## src/rtl/bcrypt_encode.sv

```systemverilog
// bcrypt_encode: serialises a bcrypt hash string "$2b$DD$<salt22><hash31>"
// one ASCII character per accepted transfer on a valid/ready byte stream.
module bcrypt_encode #(
   parameter logic [7:0] VERSION_CHAR = 8'h62,
   parameter int         COST_MIN     = 4
) (
   input  logic         clk,
   input  logic         rst,
   input  logic         enc_en,
   input  logic [4:0]   cost,
   input  logic [127:0] salt,
   input  logic [183:0] ctext,
   output logic         enc_busy,
   output logic         enc_done,
   output logic         err_cost,
   output logic         out_valid,
   input  logic         out_ready,
   output logic [7:0]   out_byte,
   output logic         out_last
);

   typedef enum logic [2:0] {IDLE, HDR, SALT, HASH, DONE} state_t;

   localparam logic [4:0] COST_MIN_L = 5'(COST_MIN);

   state_t         state, state_next;
   logic [5:0]     idx, idx_next;
   logic [131:0]   salt_sr;
   logic [185:0]   hash_sr;
   logic [4:0]     cost_q;
   logic           err_q;
   logic           accept;
   logic           cost_bad;
   logic [3:0]     tens, ones;

   // Maps a 6-bit group onto the bcrypt alphabet "./A-Za-z0-9".
   function automatic logic [7:0] encode6(input logic [5:0] g);
      logic [7:0] w;
      w = {2'b00, g};
      if (g < 6'd2)       encode6 = (g == 6'd0) ? 8'h2E : 8'h2F;
      else if (g < 6'd28) encode6 = w + 8'd63;
      else if (g < 6'd54) encode6 = w + 8'd69;
      else                encode6 = w - 8'd6;
   endfunction

   assign accept   = out_valid && out_ready;
   assign cost_bad = (cost < COST_MIN_L);

   // State and character index register with synchronous active-low reset.
   always_ff @(posedge clk) begin
      if (!rst) begin
         state <= IDLE;
         idx   <= 6'd0;
      end else begin
         state <= state_next;
         idx   <= idx_next;
      end
   end

   // Next-state logic: the index only moves on an accepted character.
   always_comb begin
      state_next = state;
      idx_next   = idx;
      case (state)
         IDLE: begin
            if (enc_en) begin
               idx_next   = 6'd0;
               state_next = cost_bad ? DONE : HDR;
            end
         end
         HDR: begin
            if (accept) begin
               idx_next = idx + 6'd1;
               if (idx == 6'd6) state_next = SALT;
            end
         end
         SALT: begin
            if (accept) begin
               idx_next = idx + 6'd1;
               if (idx == 6'd28) state_next = HASH;
            end
         end
         HASH: begin
            if (accept) begin
               if (idx == 6'd59) begin
                  idx_next   = 6'd0;
                  state_next = DONE;
               end else begin
                  idx_next = idx + 6'd1;
               end
            end
         end
         DONE:    state_next = IDLE;
         default: state_next = IDLE;
      endcase
   end

   // Capture padded salt/ciphertext on start; shift out 6 bits per accepted payload character.
   always_ff @(posedge clk) begin
      if (!rst) begin
         salt_sr <= '0;
         hash_sr <= '0;
         cost_q  <= '0;
         err_q   <= 1'b0;
      end else if (state == IDLE && enc_en) begin
         salt_sr <= {salt, 4'b0000};
         hash_sr <= {ctext, 2'b00};
         cost_q  <= cost;
         err_q   <= cost_bad;
      end else begin
         if (state == SALT && accept) salt_sr <= salt_sr << 6;
         if (state == HASH && accept) hash_sr <= hash_sr << 6;
      end
   end

   // Split the captured cost into two decimal digits.
   always_comb begin
      tens = 4'd0;
      ones = cost_q[3:0];
      if (cost_q >= 5'd30) begin
         tens = 4'd3;
         ones = 4'(cost_q - 5'd30);
      end else if (cost_q >= 5'd20) begin
         tens = 4'd2;
         ones = 4'(cost_q - 5'd20);
      end else if (cost_q >= 5'd10) begin
         tens = 4'd1;
         ones = 4'(cost_q - 5'd10);
      end
   end

   // Output character selection; everything is zero outside the streaming states.
   always_comb begin
      out_byte = 8'h00;
      case (state)
         HDR: begin
            case (idx)
               6'd0:    out_byte = 8'h24;
               6'd1:    out_byte = 8'h32;
               6'd2:    out_byte = VERSION_CHAR;
               6'd3:    out_byte = 8'h24;
               6'd4:    out_byte = 8'h30 + {4'h0, tens};
               6'd5:    out_byte = 8'h30 + {4'h0, ones};
               6'd6:    out_byte = 8'h24;
               default: out_byte = 8'h00;
            endcase
         end
         SALT:    out_byte = encode6(salt_sr[131:126]);
         HASH:    out_byte = encode6(hash_sr[185:180]);
         default: out_byte = 8'h00;
      endcase
   end

   assign out_valid = (state == HDR) || (state == SALT) || (state == HASH);
   assign enc_busy  = out_valid;
   assign enc_done  = (state == DONE);
   assign err_cost  = (state == DONE) && err_q;
   assign out_last  = (state == HASH) && (idx == 6'd59);

endmodule
```

## config.mk

```make
export PLATFORM = sky130hd
export DESIGN_NAME = bcrypt_encode
export DESIGN_NICKNAME = d
export VERILOG_FILES = /design/src/rtl/bcrypt_encode.sv
export SDC_FILE = /design/constraint.sdc
export NUM_CORES = 1
export LEC_CHECK = 0
export CAP_MARGIN = 15
export CORE_ASPECT_RATIO = 0.6
export CORE_MARGIN = 2
export CORE_UTILIZATION = 41
export DETAILED_ROUTE_END_ITERATION = 8
export GPL_ROUTABILITY_DRIVEN = 0
export PLACE_DENSITY = 0.71
export SYNTH_ARGS = -nofsm -noshare
export SYNTH_HDL_FRONTEND = slang
export SYNTH_SLANG_ARGS = --single-unit
```

## constraint.sdc

```tcl
create_clock -name clk -period 4.7 [get_ports clk]
set_input_delay 0.94 -clock clk [delete_from_list [all_inputs] [get_ports clk]]
set_output_delay 0.94 -clock clk [all_outputs]
set_load 0.005 [all_outputs]
```

==> run_1/sizing.png <==
The bar under the picture is 100 um long.
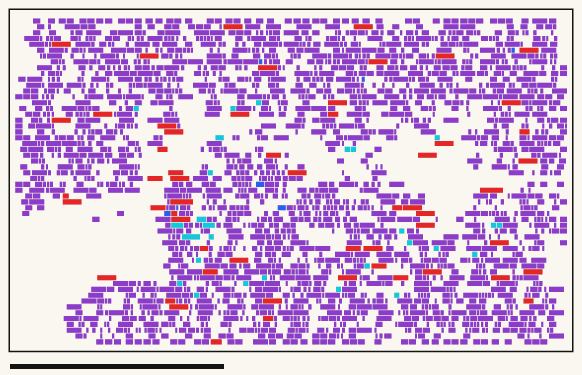
x1 and smaller -> purple  # cells 2152, share 96%
x2 -> blue  # cells 7, share 0.31%
x6 and larger -> red  # cells 56, share 2.5%
x3 and x4 -> cyan  # cells 27, share 1.2%

==> run_1/clock_nets.png <==
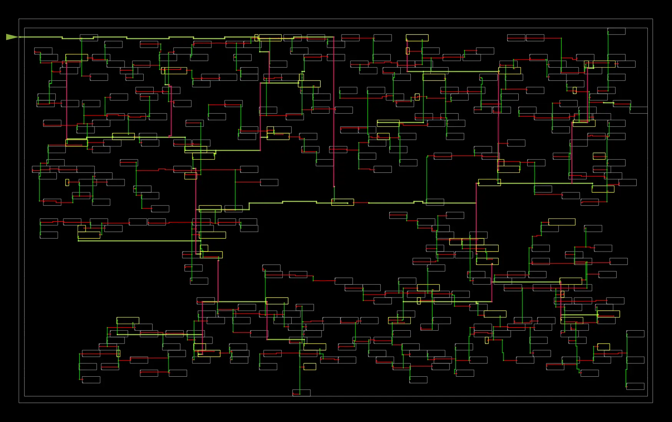
flip-flops: 327
Num CTS Buffers: 34
worst clock skew: 0.0132 ns
Clock Sinks: 327
clk_lat worst skew: 0.52 ns

==> run_1/clock_wires.png <==
The bar under the picture is 100 um long.
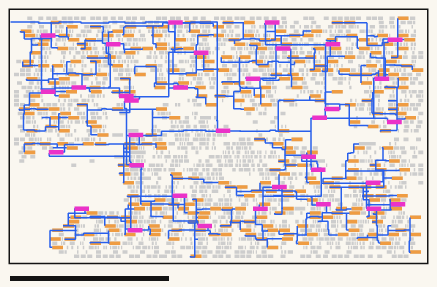
flip-flops -> orange  # count 327
clock wires -> blue  # length 4390 um
clock-net drivers -> magenta  # count 34
routed clock nets = 35
flops lie = widely spread

==> impl_metrics.csv, run 1 <==
group,metric,value,unit
run_status,status,"finished clean",
synthesis,synth-adder-area-share,0.0176,
grt,grt_use_total,0.225,
worst_setup_path,cp_data_required_time,3.76,ns
placement,hpwl,32300,um
worst_setup_path,slowest_stage,"dfxtp_1",
synthesis,ys_ff,327,
pwr,p_seq_frac,0.446,
worst_setup_path,cp-startpoint,"salt_sr[127]$_SDFFE_PN0P_",
drt,wirelength,48900,um
hold_path,hold_depth,2,
job,maxCapViolCount,0,
hold_path,whs_endpoint,"err_q$_SDFFE_PN0P_",
cells_and_area,n_all_inverters,16,
worst_setup_path,crit_buf_inv,2,
pwr,switching_share,0.264,
hold_path,hp-class,"reg2reg",
worst_setup_path,cp-start-kind,"flop",
synthesis,yosys-top-cells-count,"nand3_1 (495), nand2_1 (465), dfxtp_1 (327), o211a_1 (300), clkbuf_1 (117)",
floorplanning,fp_util,0.417,
synthesis,synth-edff-count,0,
sta,worst_pin_slew,1.05,ns
pwr,power_sequential,3.17,mW
worst_setup_path,worstPathCellList,"inv_1 -> ha_1 -> nand2_1 -> a21oi_1 -> a311oi_1 -> o22ai_1 -> a211o_1 -> clkdlybuf4s50_1",
grt,gr-usage-met3,0.0402,
==> run 2, diff against run 1 <==
Settings changed: DONT_BUFFER_PORTS set to 1, PLACE_DENSITY 0.71 to 0.6, TNS_END_PERCENT set to 5.
==> run_2/clock_wires.png <==
The bar under the picture is 100 um long.
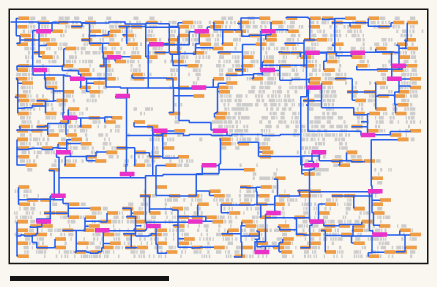
clock wires -> blue  # length 4490 um
flip-flops -> orange  # count 327
clock-net drivers -> magenta  # count 34
flops lie = widely spread

==> run_2/sizing.png <==
The bar under the picture is 100 um long.
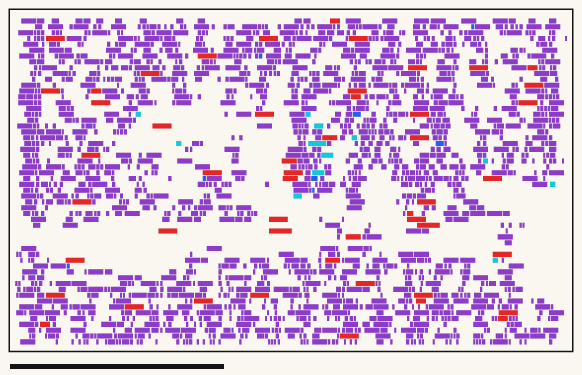
x6 and larger -> red  # cells 50, share 2.6%
x3 and x4 -> cyan  # cells 12, share 0.64%
x2 -> blue  # cells 8, share 0.42%
x1 and smaller -> purple  # cells 1817, share 96%

==> impl_metrics.csv, run 2 <==
group,metric,value,unit
job,maxCapViolCount,0,
pwr,power_clock,2.70,mW
worst_setup_path,cp-start-kind,"flop",
placement,hpwl,29000,um
floorplanning,fp_util,0.417,
sta,worst_pin_slew,1.04,ns
synthesis,ys_ff,327,
worst_setup_path,cp-startpoint,"salt_sr[127]$_SDFFE_PN0P_",
cells_and_area,n_all_inverters,16,
cells_and_area,register_area,0.00655,mm^2
pwr,power_sequential,3.17,mW
cts,cts_buffers,34,
hold_path,hold_start,"err_q$_SDFFE_PN0P_",
floorplanning,ios,334,
worst_setup_path,crit_buf_inv,3,
drt,wire_per_inst,19.0,um
run_status,status,"finished clean",
drt,wirelength,45800,um
pwr,p_seq_frac,0.473,
hold_path,whs_endpoint,"err_q$_SDFFE_PN0P_",
drt,drt-initial-drc-count,1330,
synthesis,synth-adder-area-share,0.0176,
synthesis,synth-edff-count,0,
worst_setup_path,cp-endpoint,"out_byte[6]",
worst_setup_path,worstPathCellList,"inv_1 -> ha_1 -> inv_1 -> a21oi_1 -> o311ai_0 -> buf_4",
sta,fin_skew,0.0218,ns
cts,clock_sinks,327,
cells_and_area,sequential_cell_total,327,
worst_setup_path,slowest_stage,"o311ai_0",
hold_path,hp-class,"reg2reg",
worst_setup_path,cp_data_required_time,3.76,ns
pwr,switching_share,0.259,
synthesis,yosys-top-cells-count,"nand3_1 (495), nand2_1 (465), dfxtp_1 (327), o211a_1 (300), clkbuf_1 (117)",
hold_path,hold_depth,2,
cts,cts_setup_buffers,0,
pwr,p_comb,827,uW
grt,grt_use_total,0.211,
Power is estimated from default activity; no workload was simulated.
